## src/rtl/harvard_bus_adapter_pkg.sv

```systemverilog
// ============================================================================
//  Module   : mips_bus_pkg
//  Brief    : Shared types and constants for the Harvard-to-single-bus adapter.
//  Revision : 1.0  initial release
// ============================================================================
`default_nettype none

package mips_bus_pkg;

    typedef enum logic [2:0] {
        S_IDLE   = 3'd0,
        S_FETCH  = 3'd1,
        S_DECODE = 3'd2,
        S_DATA   = 3'd3,
        S_COMMIT = 3'd4,
        S_HALT   = 3'd5
    } adapter_state_t;

    localparam logic [3:0] BYTEEN_FULL = 4'hF;
    localparam logic [3:0] BYTEEN_NONE = 4'h0;

    // Byte offset is left to the core, so the bus always sees a word address.
    function automatic logic [31:0] word_align(input logic [31:0] addr);
        return {addr[31:2], 2'b00};
    endfunction

endpackage

`default_nettype wire

```

## src/rtl/harvard_bus_adapter_if.sv

```systemverilog
// ============================================================================
//  Module   : harvard_bus_adapter_if
//  Brief    : CPU-side and memory-bus-side signals of the bus adapter.
//  Revision : 1.0  initial release
// ============================================================================
`default_nettype none

interface harvard_bus_adapter_if;

    logic        cpu_active;
    logic        cpu_clk_enable;
    logic [31:0] instr_address;
    logic [31:0] instr_readdata;
    logic [31:0] data_address;
    logic        data_read;
    logic        data_write;
    logic [31:0] data_writedata;
    logic [31:0] data_readdata;
    logic [31:0] bus_address;
    logic        bus_read;
    logic        bus_write;
    logic [31:0] bus_writedata;
    logic [3:0]  bus_byteenable;
    logic        bus_waitrequest;
    logic [31:0] bus_readdata;
    logic        bus_error;

    // Adapter view: serves the core and masters the memory bus.
    modport master (
        input  cpu_active, instr_address, data_address, data_read, data_write,
               data_writedata, bus_waitrequest, bus_readdata,
        output cpu_clk_enable, instr_readdata, data_readdata, bus_address,
               bus_read, bus_write, bus_writedata, bus_byteenable, bus_error
    );

    // Environment view: the core plus the memory slave.
    modport slave (
        output cpu_active, instr_address, data_address, data_read, data_write,
               data_writedata, bus_waitrequest, bus_readdata,
        input  cpu_clk_enable, instr_readdata, data_readdata, bus_address,
               bus_read, bus_write, bus_writedata, bus_byteenable, bus_error
    );

endinterface

`default_nettype wire

```

## src/rtl/harvard_bus_adapter_timeout.sv

```systemverilog
// ============================================================================
//  Module   : bus_timeout_counter
//  Brief    : Counts consecutive wait cycles of one access; flags the cycle
//             whose increment reaches TIMEOUT_CYCLES.
//  Revision : 1.0  initial release
// ============================================================================
`default_nettype none

module bus_timeout_counter #(
    parameter int unsigned TIMEOUT_CYCLES = 255
) (
    input  wire logic clk,
    input  wire logic reset,
    input  wire logic i_clear,
    input  wire logic i_enable,
    output logic      o_expired
);

    localparam logic [15:0] c_last = 16'(TIMEOUT_CYCLES - 32'd1);

    logic [15:0] r_count;

    always_ff @(posedge clk or negedge reset) begin
        if (!reset) begin
            r_count <= '0;
        end else if (i_clear) begin
            r_count <= '0;
        end else if (i_enable) begin
            r_count <= r_count + 16'd1;
        end
    end

    // Expiry is flagged in the cycle whose increment reaches the limit so the
    // FSM can drop the strobes on that same edge.
    assign o_expired = i_enable && !i_clear && (r_count == c_last);

endmodule

`default_nettype wire

```

## src/rtl/harvard_bus_adapter.sv

```systemverilog
// ============================================================================
//  Module   : harvard_bus_adapter
//  Brief    : Serialises a Harvard core's fetch and data ports onto one
//             Avalon-style bus and steps the core one instruction at a time.
//  Revision : 1.0  initial release
// ============================================================================
`default_nettype none

module harvard_bus_adapter
    import mips_bus_pkg::*;
#(
    parameter int unsigned TIMEOUT_CYCLES = 255
) (
    input  wire logic            clk,
    input  wire logic            reset,
    harvard_bus_adapter_if.master bus
);

    adapter_state_t r_state;
    adapter_state_t w_state_nxt;
    logic [31:0]    r_instr_q;
    logic [31:0]    r_data_q;
    logic           r_bus_error;
    logic           w_in_access;
    logic           w_accept;
    logic           w_expired;
    logic           w_err_set;

    assign w_in_access = (r_state == S_FETCH) || (r_state == S_DATA);
    assign w_accept    = w_in_access && !bus.bus_waitrequest;

    // Held clear outside the two bus states, so every access starts from zero.
    bus_timeout_counter #(
        .TIMEOUT_CYCLES (TIMEOUT_CYCLES)
    ) u_timeout (
        .clk       (clk),
        .reset     (reset),
        .i_clear   (!w_in_access),
        .i_enable  (w_in_access && bus.bus_waitrequest),
        .o_expired (w_expired)
    );

    always_ff @(posedge clk or negedge reset) begin
        if (!reset) begin
            r_state <= S_IDLE;
        end else begin
            r_state <= w_state_nxt;
        end
    end

    always_comb begin
        w_state_nxt = r_state;
        w_err_set   = 1'b0;
        case (r_state)
            S_IDLE: begin
                if (bus.cpu_active) begin
                    w_state_nxt = S_FETCH;
                end
            end
            S_FETCH: begin
                if (w_expired) begin
                    w_state_nxt = S_HALT;
                    w_err_set   = 1'b1;
                end else if (!bus.bus_waitrequest) begin
                    w_state_nxt = S_DECODE;
                end
            end
            S_DECODE: begin
                if (bus.data_read && bus.data_write) begin
                    w_state_nxt = S_HALT;
                    w_err_set   = 1'b1;
                end else if (bus.data_read || bus.data_write) begin
                    w_state_nxt = S_DATA;
                end else begin
                    w_state_nxt = S_COMMIT;
                end
            end
            S_DATA: begin
                if (w_expired) begin
                    w_state_nxt = S_HALT;
                    w_err_set   = 1'b1;
                end else if (!bus.bus_waitrequest) begin
                    w_state_nxt = S_COMMIT;
                end
            end
            S_COMMIT: w_state_nxt = S_IDLE;
            S_HALT:   w_state_nxt = S_HALT;
            default:  w_state_nxt = S_IDLE;
        endcase
    end

    always_ff @(posedge clk or negedge reset) begin
        if (!reset) begin
            r_instr_q   <= '0;
            r_data_q    <= '0;
            r_bus_error <= 1'b0;
        end else begin
            if ((r_state == S_FETCH) && w_accept) begin
                r_instr_q <= bus.bus_readdata;
            end
            if ((r_state == S_DATA) && w_accept && bus.data_read) begin
                r_data_q <= bus.bus_readdata;
            end
            if (w_err_set) begin
                r_bus_error <= 1'b1;
            end
        end
    end

    // Strobes come straight from state so an async reset removes them at once.
    always_comb begin
        bus.bus_read       = 1'b0;
        bus.bus_write      = 1'b0;
        bus.bus_address    = '0;
        bus.bus_writedata  = '0;
        bus.bus_byteenable = BYTEEN_NONE;
        case (r_state)
            S_FETCH: begin
                bus.bus_read       = 1'b1;
                bus.bus_address    = word_align(bus.instr_address);
                bus.bus_byteenable = BYTEEN_FULL;
            end
            S_DATA: begin
                bus.bus_read       = bus.data_read;
                bus.bus_write      = bus.data_write;
                bus.bus_address    = word_align(bus.data_address);
                bus.bus_writedata  = bus.data_writedata;
                bus.bus_byteenable = BYTEEN_FULL;
            end
            default: begin
            end
        endcase
    end

    assign bus.cpu_clk_enable = (r_state == S_COMMIT);
    assign bus.instr_readdata = r_instr_q;
    assign bus.data_readdata  = r_data_q;
    assign bus.bus_error      = r_bus_error;

endmodule

`default_nettype wire

```

## src/flat_wrapper.sv

```systemverilog
// flat-port wrapper written by rule: the top's interface ports become plain ports
module harvard_bus_adapter_flat import mips_bus_pkg::*;
#(
    parameter int unsigned TIMEOUT_CYCLES = 255
)
  (clk, reset, bus_cpu_active, bus_instr_address, bus_data_address, bus_data_read, bus_data_write, bus_data_writedata, bus_bus_waitrequest, bus_bus_readdata, bus_cpu_clk_enable, bus_instr_readdata, bus_data_readdata, bus_bus_address, bus_bus_read, bus_bus_write, bus_bus_writedata, bus_bus_byteenable, bus_bus_error);
  harvard_bus_adapter_if bus_i ();
  input  wire logic clk;
  input  wire logic reset;
  input wire logic [$bits(bus_i.cpu_active)-1:0] bus_cpu_active;
  input wire logic [$bits(bus_i.instr_address)-1:0] bus_instr_address;
  input wire logic [$bits(bus_i.data_address)-1:0] bus_data_address;
  input wire logic [$bits(bus_i.data_read)-1:0] bus_data_read;
  input wire logic [$bits(bus_i.data_write)-1:0] bus_data_write;
  input wire logic [$bits(bus_i.data_writedata)-1:0] bus_data_writedata;
  input wire logic [$bits(bus_i.bus_waitrequest)-1:0] bus_bus_waitrequest;
  input wire logic [$bits(bus_i.bus_readdata)-1:0] bus_bus_readdata;
  output wire logic [$bits(bus_i.cpu_clk_enable)-1:0] bus_cpu_clk_enable;
  output wire logic [$bits(bus_i.instr_readdata)-1:0] bus_instr_readdata;
  output wire logic [$bits(bus_i.data_readdata)-1:0] bus_data_readdata;
  output wire logic [$bits(bus_i.bus_address)-1:0] bus_bus_address;
  output wire logic [$bits(bus_i.bus_read)-1:0] bus_bus_read;
  output wire logic [$bits(bus_i.bus_write)-1:0] bus_bus_write;
  output wire logic [$bits(bus_i.bus_writedata)-1:0] bus_bus_writedata;
  output wire logic [$bits(bus_i.bus_byteenable)-1:0] bus_bus_byteenable;
  output wire logic [$bits(bus_i.bus_error)-1:0] bus_bus_error;
  assign bus_i.cpu_active = bus_cpu_active;
  assign bus_i.instr_address = bus_instr_address;
  assign bus_i.data_address = bus_data_address;
  assign bus_i.data_read = bus_data_read;
  assign bus_i.data_write = bus_data_write;
  assign bus_i.data_writedata = bus_data_writedata;
  assign bus_i.bus_waitrequest = bus_bus_waitrequest;
  assign bus_i.bus_readdata = bus_bus_readdata;
  assign bus_cpu_clk_enable = bus_i.cpu_clk_enable;
  assign bus_instr_readdata = bus_i.instr_readdata;
  assign bus_data_readdata = bus_i.data_readdata;
  assign bus_bus_address = bus_i.bus_address;
  assign bus_bus_read = bus_i.bus_read;
  assign bus_bus_write = bus_i.bus_write;
  assign bus_bus_writedata = bus_i.bus_writedata;
  assign bus_bus_byteenable = bus_i.bus_byteenable;
  assign bus_bus_error = bus_i.bus_error;
  harvard_bus_adapter #(.TIMEOUT_CYCLES(TIMEOUT_CYCLES)) u_core (.clk(clk), .reset(reset), .bus(bus_i));
endmodule
```

## config.mk

```make
export PLATFORM = sky130hd
export DESIGN_NAME = harvard_bus_adapter_flat
export DESIGN_NICKNAME = d
export VERILOG_FILES = /design/src/rtl/harvard_bus_adapter_pkg.sv /design/src/rtl/harvard_bus_adapter_if.sv /design/src/rtl/harvard_bus_adapter_timeout.sv /design/src/rtl/harvard_bus_adapter.sv /design/src/flat_wrapper.sv
export SDC_FILE = /design/constraint.sdc
export NUM_CORES = 1
export LEC_CHECK = 0
export CORE_ASPECT_RATIO = 1.75
export CORE_MARGIN = 4
export CORE_UTILIZATION = 33
export DETAILED_ROUTE_END_ITERATION = 16
export PLACE_DENSITY_LB_ADDON = 0.1
export SLEW_MARGIN = 10
export SYNTH_ARGS = -nofsm -noshare
export SYNTH_HDL_FRONTEND = slang
export SYNTH_SLANG_ARGS = --single-unit
```

## constraint.sdc

```tcl
create_clock -name clk -period 1.7 [get_ports clk]
set_input_delay 0.425 -clock clk [delete_from_list [all_inputs] [get_ports clk]]
set_output_delay 0.425 -clock clk [all_outputs]
set_load 0.02 [all_outputs]
```

### Met1 routing, run 1

Scale: 2 px per um.
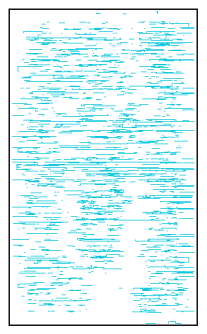
share of all routed wire = 35%
wire length on this layer = 5580 um
longest straight run = 42.8 um
total number of vias: 4093
met1 Use GR: 21.98%
wirelength, routed: 15890 um

### Sequential cells grouped by signal name, run 1

Scale: 4 px per um.
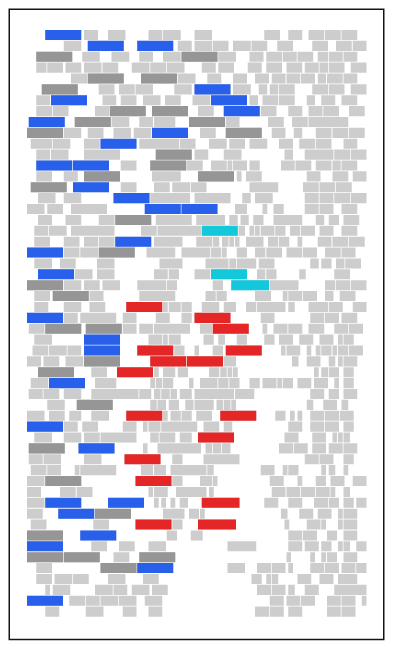
red -> `u_core.u_timeout.r_count`  # placed flops 16
cyan -> `u_core.r_state`  # placed flops 3
blue -> `u_core.bus.instr_readdata`  # placed flops 32
total sequential power: 3.29 mW
flip-flop and latch area: 0.002106 mm^2

==> reports/qor.yml, run 1 <==
outcome: "finished, violations left"
violations: "negative setup slack"
layout_setup_ws_ps: -219.9
fp.dieH_um: 157.2
holdWs_ps: 61.39
ir_drop_v: 0.001034
power_mw: 13.97
postPlaceCellArea_mm2: 0.007320
dieArea_mm2: 0.01466
power_frac_comb_pct: 60.6
fillers: 972
edf_count: 0
synth_cell_types: 43
numPlacedInstances: 808
p_leak_nw: 4.268
cts_buffers: 9
switching_power_mw: 5.388
clkTransAtPathRegs_ps: 70
p_comb_mw: 8.47
drt_iter0_drc: 120
dp_hpwl_um: 11650
floorplan.rows: 54
n_antenna_cell: 0
wl_per_cell_um: 18.83
ys_cells: 367
tritoncts: "built"
critical_path_required_ps: 1270
clock_power_share_pct: 15.8
reg2reg_slack_ps: -190
tool_warnings: 34
setup_viol: 102
fp.dieW_um: 93.26
initCoreUtil_pct: 33.58
final_nets: 810
### Zoomed window, run 1

Region (57, 105) to (82, 130) um. Cells in gray, sequential cells in the stronger gray; small squares are vias.
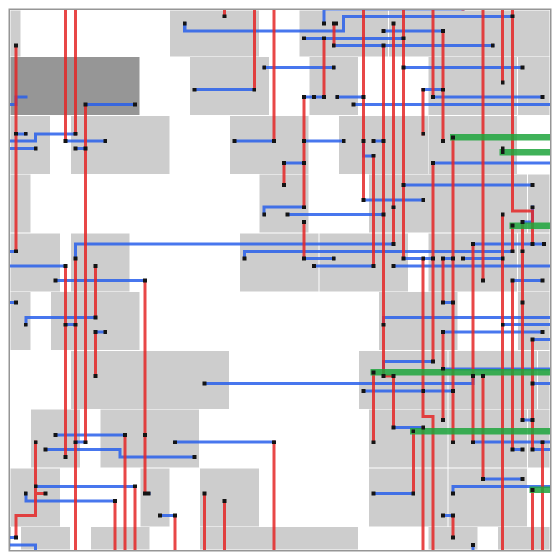
red -> M2
blue -> M1
green -> M3
sequential cells in the window = 1
netlist names of flops here include = `u_core.bus.bus_error` (1)
cells with their middle in the window = 34
most frequent = clkdlybuf4s50_1 (9), and3_4 (5), buf_6 (5)

-- run 1: layer usage --
metal / global-route usage (%) / up-vias / wire length (um)
li1: - / 1897 / -
met1: 21.98 / 1972 / 5583
met3: 7.365 / 26 / 1534
met4: 6.778 / 2 / 361
met2: 36.48 / 196 / 8401
met5: 0 / - / 13
-- run 1: cells by family after synthesis --
logic type               count (synthesis)  share of synthesized area [%]
AND/OR/NAND/NOR                        114                          14.72
multiplexers                            95                          24.56
other                                    1                        0.08933
adder cells (fa/ha/maj)                  4                          1.192
buffers and inverters                   38                          4.351
XOR/XNOR                                10                          2.087
AND-OR/OR-AND                           21                          2.921
flip-flops                              84                          50.07
-- run 1: synth_stat cells (3+ instances only) --
master    count
a21oi_1       7
and3_1       33
buf_1         4
buf_2         4
buf_4         9
clkbuf_1     12
dfrtp_1      84
ha_1          4
inv_1         8
mux2_2       63
mux2i_1      31
nand2_1       9
nand3_1       3
nand4_1       5
nor2_1       43
o21ai_0       6
xnor2_1       3
xor2_1        7
-- run 1: flip-flops by register name, indices dropped and copies added, names as in the netlist --
name / cells
u_core.bus.data_readdata: 32
u_core.bus.instr_readdata: 32
u_core.u_timeout.r_count: 16
u_core.r_state: 3
u_core.bus.bus_error: 1
-- run 1: critical path: stages (launching register included) --
cell	delay [ps]
dfrtp_1	380
nand2b_4	180
inv_8	100
buf_6	100
buf_12	110
and3_1	180
buf_6	120
-- run 1: cell type report --
class                      count  area, um^2  share of cell area (%)
inverter                       8       37.54                  0.4520
clock buffer                  11       232.7                   2.802
tap                          168       210.2                   2.531
timing repair buffer         323        3465                   41.72
multi-input combinational    246        2155                   25.95
clock inverter                 4       98.84                   1.190
sequential                    84        2106                   25.36
--- run 2 (diff from run 1) ---
--- a/config.mk
+++ b/config.mk
@@ -10,7 +10,6 @@
 export CORE_UTILIZATION = 33
 export DETAILED_ROUTE_END_ITERATION = 16
 export PLACE_DENSITY_LB_ADDON = 0.1
-export SLEW_MARGIN = 10
 export SYNTH_ARGS = -nofsm -noshare
 export SYNTH_HDL_FRONTEND = slang
 export SYNTH_SLANG_ARGS = --single-unit
### Congestion heat map, run 2

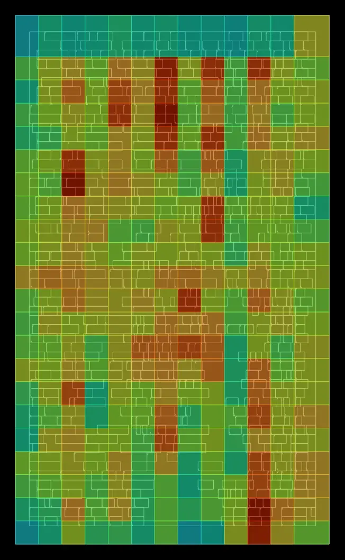
Top Usage Layer GRT: met2
met3 Usage GRT: 7.365%
fin util: 66.44%
GRT met2 Usage: 36.48%
Total GRT Usage: 20.37%

==> run 2 against run 1 <==
  * The flow still finishes with violations (negative setup slack)
  * Die size unchanged
  * Core utilization unchanged
  * Register-to-register slack about the same
  * Area after synthesis unchanged
  * Clock power about the same
  * Sequential cell count unchanged
  * Sequential share of layout area unchanged
  * Power unchanged
  * Final cell count unchanged
  * Routed wire length unchanged
  * Critical path type unchanged
  * Highest routed layer unchanged
==> reports/qor.yml, run 2 <==
outcome: "finished, violations left"
violations: "negative setup slack"
cp_slowest_cell: "dfrtp_1"
ir_drop_v: 0.001034  # unchanged
numPlacedInstances: 808  # unchanged
layout_setup_ws_ps: -219.9  # unchanged
floorplan.rows: 54  # unchanged
sequentialPower_mw: 3.29  # about the same
critical_path_required_ps: 1270  # about the same
switching_power_mw: 5.388  # unchanged
final_nets: 810  # unchanged
critPathTopFamily: "buffers and inverters"
fp.dieW_um: 93.26  # unchanged
fp.dieH_um: 157.2  # unchanged
slowest_delay_ps: 380  # about the same
power_leader: "combinational logic"
common_cells: "84 x dfrtp_1, 63 x mux2_2, 43 x nor2_1"
postPlaceCellArea_mm2: 0.007320  # unchanged
holdWs_ps: 61.39  # unchanged
synth_cell_types: 43  # unchanged
path_depth: 6  # unchanged
dieArea_mm2: 0.01466  # unchanged
initCoreUtil_pct: 33.58  # unchanged
edf_count: 0  # unchanged
cts_buffers: 9  # unchanged
clkTransAtPathRegs_ps: 70  # about the same
power_frac_comb_pct: 60.6  # about the same
setup_viol: 102  # unchanged
ys_cells: 367  # unchanged
tool_warnings: 34  # unchanged
top_cell: "dfrtp_1"
p_leak_nw: 4.268  # unchanged
dp_hpwl_um: 11650  # unchanged
tritoncts: "built"
vias: 4093  # unchanged
drt-total-wl_um: 15890  # unchanged
path_cells: "nand2b_4, inv_8, buf_6, buf_12, and3_1, buf_6"
drt_iter0_drc: 120  # unchanged
power_mw: 13.97  # unchanged
cp_common_cell: "buf_6"
p_comb_mw: 8.47  # about the same
run 2: cell counts after synthesis:
No cell type changed its count.
run 2: timing repair:
action,in CTS,in global routing
pin swaps,2,5
cloned,5,2
buffers inserted,6,9
endpoints found under the setup margin,174,207
resized,339,142
run 2: per-layer routing:
layer | up-vias | routed length [um] | part of all wire (%) | GRT usage (%)
met2 | 196 | 8401 | 53 | 36.48
li1 | 1897 | - | - | -
met5 | - | 13 | 0.082 | 0
met4 | 2 | 361 | 2.3 | 6.778
met3 | 26 | 1534 | 9.7 | 7.365
met1 | 1972 | 5583 | 35 | 21.98
run 2: cells by family (layout without fill, tap and decap cells):
logic type	after synthesis	in the layout	share of synthesized area, %
AND-OR/OR-AND	21	21	2.921
XOR/XNOR	10	10	2.087
adder cells (fa/ha/maj)	4	4	1.192
buffers and inverters	38	346	4.351
flip-flops	84	84	50.07
multiplexers	95	95	24.56
other	1	2	0.08933
AND/OR/NAND/NOR	114	114	14.72
run 2: worst min-delay path by stage:
stage	startpoint	to
floorplan	reset	u_core.bus.bus_error
global placement	reset	u_core.bus.data_readdata[4]
detailed placement	reset	u_core.bus.data_readdata[4]
CTS	reset	u_core.bus.instr_readdata[1]
global route	reset	u_core.bus.data_readdata[26]
finish	reset	u_core.bus.data_readdata[1]
run 2: layout make-up:
| type | count | area, um^2 |
|---|---|---|
| inverters | 8 | 37.54 |
| repair buffers | 323 | 3465 |
| clock buffers | 11 | 232.7 |
| well taps | 168 | 210.2 |
| flip-flops and latches | 84 | 2106 |
| clock inverters | 4 | 98.84 |
| fillers | 972 | 4195 |
| multi-input cells | 246 | 2155 |
### Zoomed window, run 2

Region (57, 105) to (82, 130) um. Cells in gray, sequential cells in the stronger gray; small squares are vias.
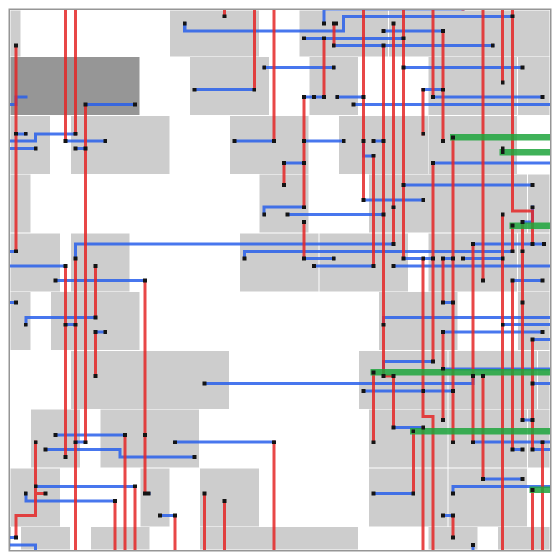

--- run 3 (diff from run 2) ---
--- a/config.mk
+++ b/config.mk
@@ -6,8 +6,9 @@
 export NUM_CORES = 1
 export LEC_CHECK = 0
 export CORE_ASPECT_RATIO = 1.75
-export CORE_MARGIN = 4
+export CORE_MARGIN = 2
 export CORE_UTILIZATION = 33
+export CTS_CLUSTER_SIZE = 25
 export DETAILED_ROUTE_END_ITERATION = 16
 export PLACE_DENSITY_LB_ADDON = 0.1
 export SYNTH_ARGS = -nofsm -noshare
### Zoomed window, run 3

Region (54, 102) to (79, 127) um. Cells in gray, sequential cells in the stronger gray; small squares are vias.
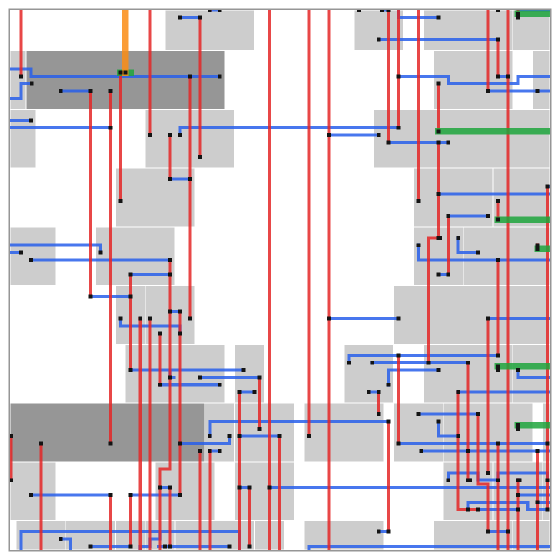
red -> M2
blue -> M1
green -> M3
orange -> M4
most frequent = clkdlybuf4s50_1 (8), and3_1 (6), buf_6 (5)
netlist names of flops here include = `u_core.bus.bus_error` (1), `u_core.r_state` (1)
cells with their middle in the window = 39
sequential cells in the window = 2

==> run 3 against run 2 <==
  * Power shrank 1.4%
  * Combinational power is essentially flat
  * Routed wire length shrank 3.0%
  * Non-clock buffer count increased by 7
  * Clock power is about 10% lower
  * The run still ends with negative setup slack left
  * Sequential share of layout area up 0.41 points
  * Critical path depth is 1 lower
  * Global-route usage is 0.078 points higher
  * Sequential cell count unchanged
  * Highest routed layer is now met4
==> reports/qor.yml, run 3 <==
cp_slowest_cell: "dfrtp_1"
tool_warnings: 34  # unchanged
met2WireLength_um: 8185  # -2.6%
ys_cells: 367  # unchanged
use_met1_pct: 21.00  # -0.99 points
cts_buffers: 9  # unchanged
wl_met3_um: 1531  # -0.20%
outcome: "finished, violations left"
synthXorXnorAreaFrac_pct: 2.086  # unchanged
synth_cell_types: 43  # unchanged
dp_hpwl_um: 10640  # -8.6%
layout_setup_ws_ps: -177.8  # +42.08 ps
top_cell: "dfrtp_1"
postPlaceCellArea_mm2: 0.007345  # +0.34%
drt-total-wl_um: 15420  # -3.0%
edf_count: 0  # unchanged
fp.dieH_um: 153.2  # -2.5%
top_usage_layer: "met2"
ir_drop_v: 0.001228  # +19%
clkTransAtPathRegs_ps: 60  # about the same
p_leak_nw: 3.837  # -10%
violations: "negative setup slack"
grt.total_usage_pct: 20.45  # +0.078 points
met1Wirelength_um: 5413  # -3.0%
setup_viol: 125  # +23%
## run 3: path summary, 6_finish.rpt
check | to | slack, ps | cells past startpoint
min in group clk | u_core.bus.bus_error | 490 | 2
max in group asynchronous | u_core.bus.data_readdata[30] | 1060 | 2
setup / recovery | bus_bus_writedata[26] | -180 | 5
hold / removal | u_core.bus.data_readdata[3] | 80 | 1
setup reg to reg | u_core.bus.data_readdata[29] | -180 | 9
hold reg to reg | u_core.bus.bus_error | 490 | 2
## run 3: timing repair
item / 4_1_cts / 5_1_grt
setup endpoints to repair: 203 / 136
gates resized: 400 / 113
setup buffers: 8 / 4
gates cloned: 4 / 6
pin swaps: 1 / 16
## run 3: final cells by class
class | count | area, um^2 | share of cell area [%]
diodes | 3 | 7.507 | 0.09198
clock buffers | 11 | 242.7 | 2.974
clock inverters | 5 | 60.06 | 0.7359
inverters | 8 | 37.54 | 0.4599
multi-input cells | 246 | 2180 | 26.71
flip-flops and latches | 84 | 2103 | 25.77
well taps | 168 | 210.2 | 2.576
repair buffers | 330 | 3321 | 40.69
## run 3: where the power goes
group	internal [mW]	switching, mW	leakage, nW
Combinational	4.31	4.19	2.65
Sequential	2.84	0.465	1.04
Clock	1.18	0.784	0.146
Total	8.33	5.44	3.84
## run 3: stage by stage
step                total power, mW  utilization, %  hold slack (ps)
floorplan                     7.316               -            129.4
global placement              11.13           59.08            438.9
detailed placement            11.25           59.08            449.7
CTS                           12.81           61.10            92.61
global route                  14.48           65.65            105.4
finish                        13.77           65.65            78.65
## run 3: kinds of logic after synthesis
| group | count (synthesis) |
|---|---|
| simple gates | 114 |
| other cells | 1 |
| buf+inv | 38 |
| mux | 95 |
| flops | 84 |
| compound gates | 21 |
| fa+ha+maj | 4 |
| xor+xnor | 10 |
Power is estimated from default activity; no workload was simulated.
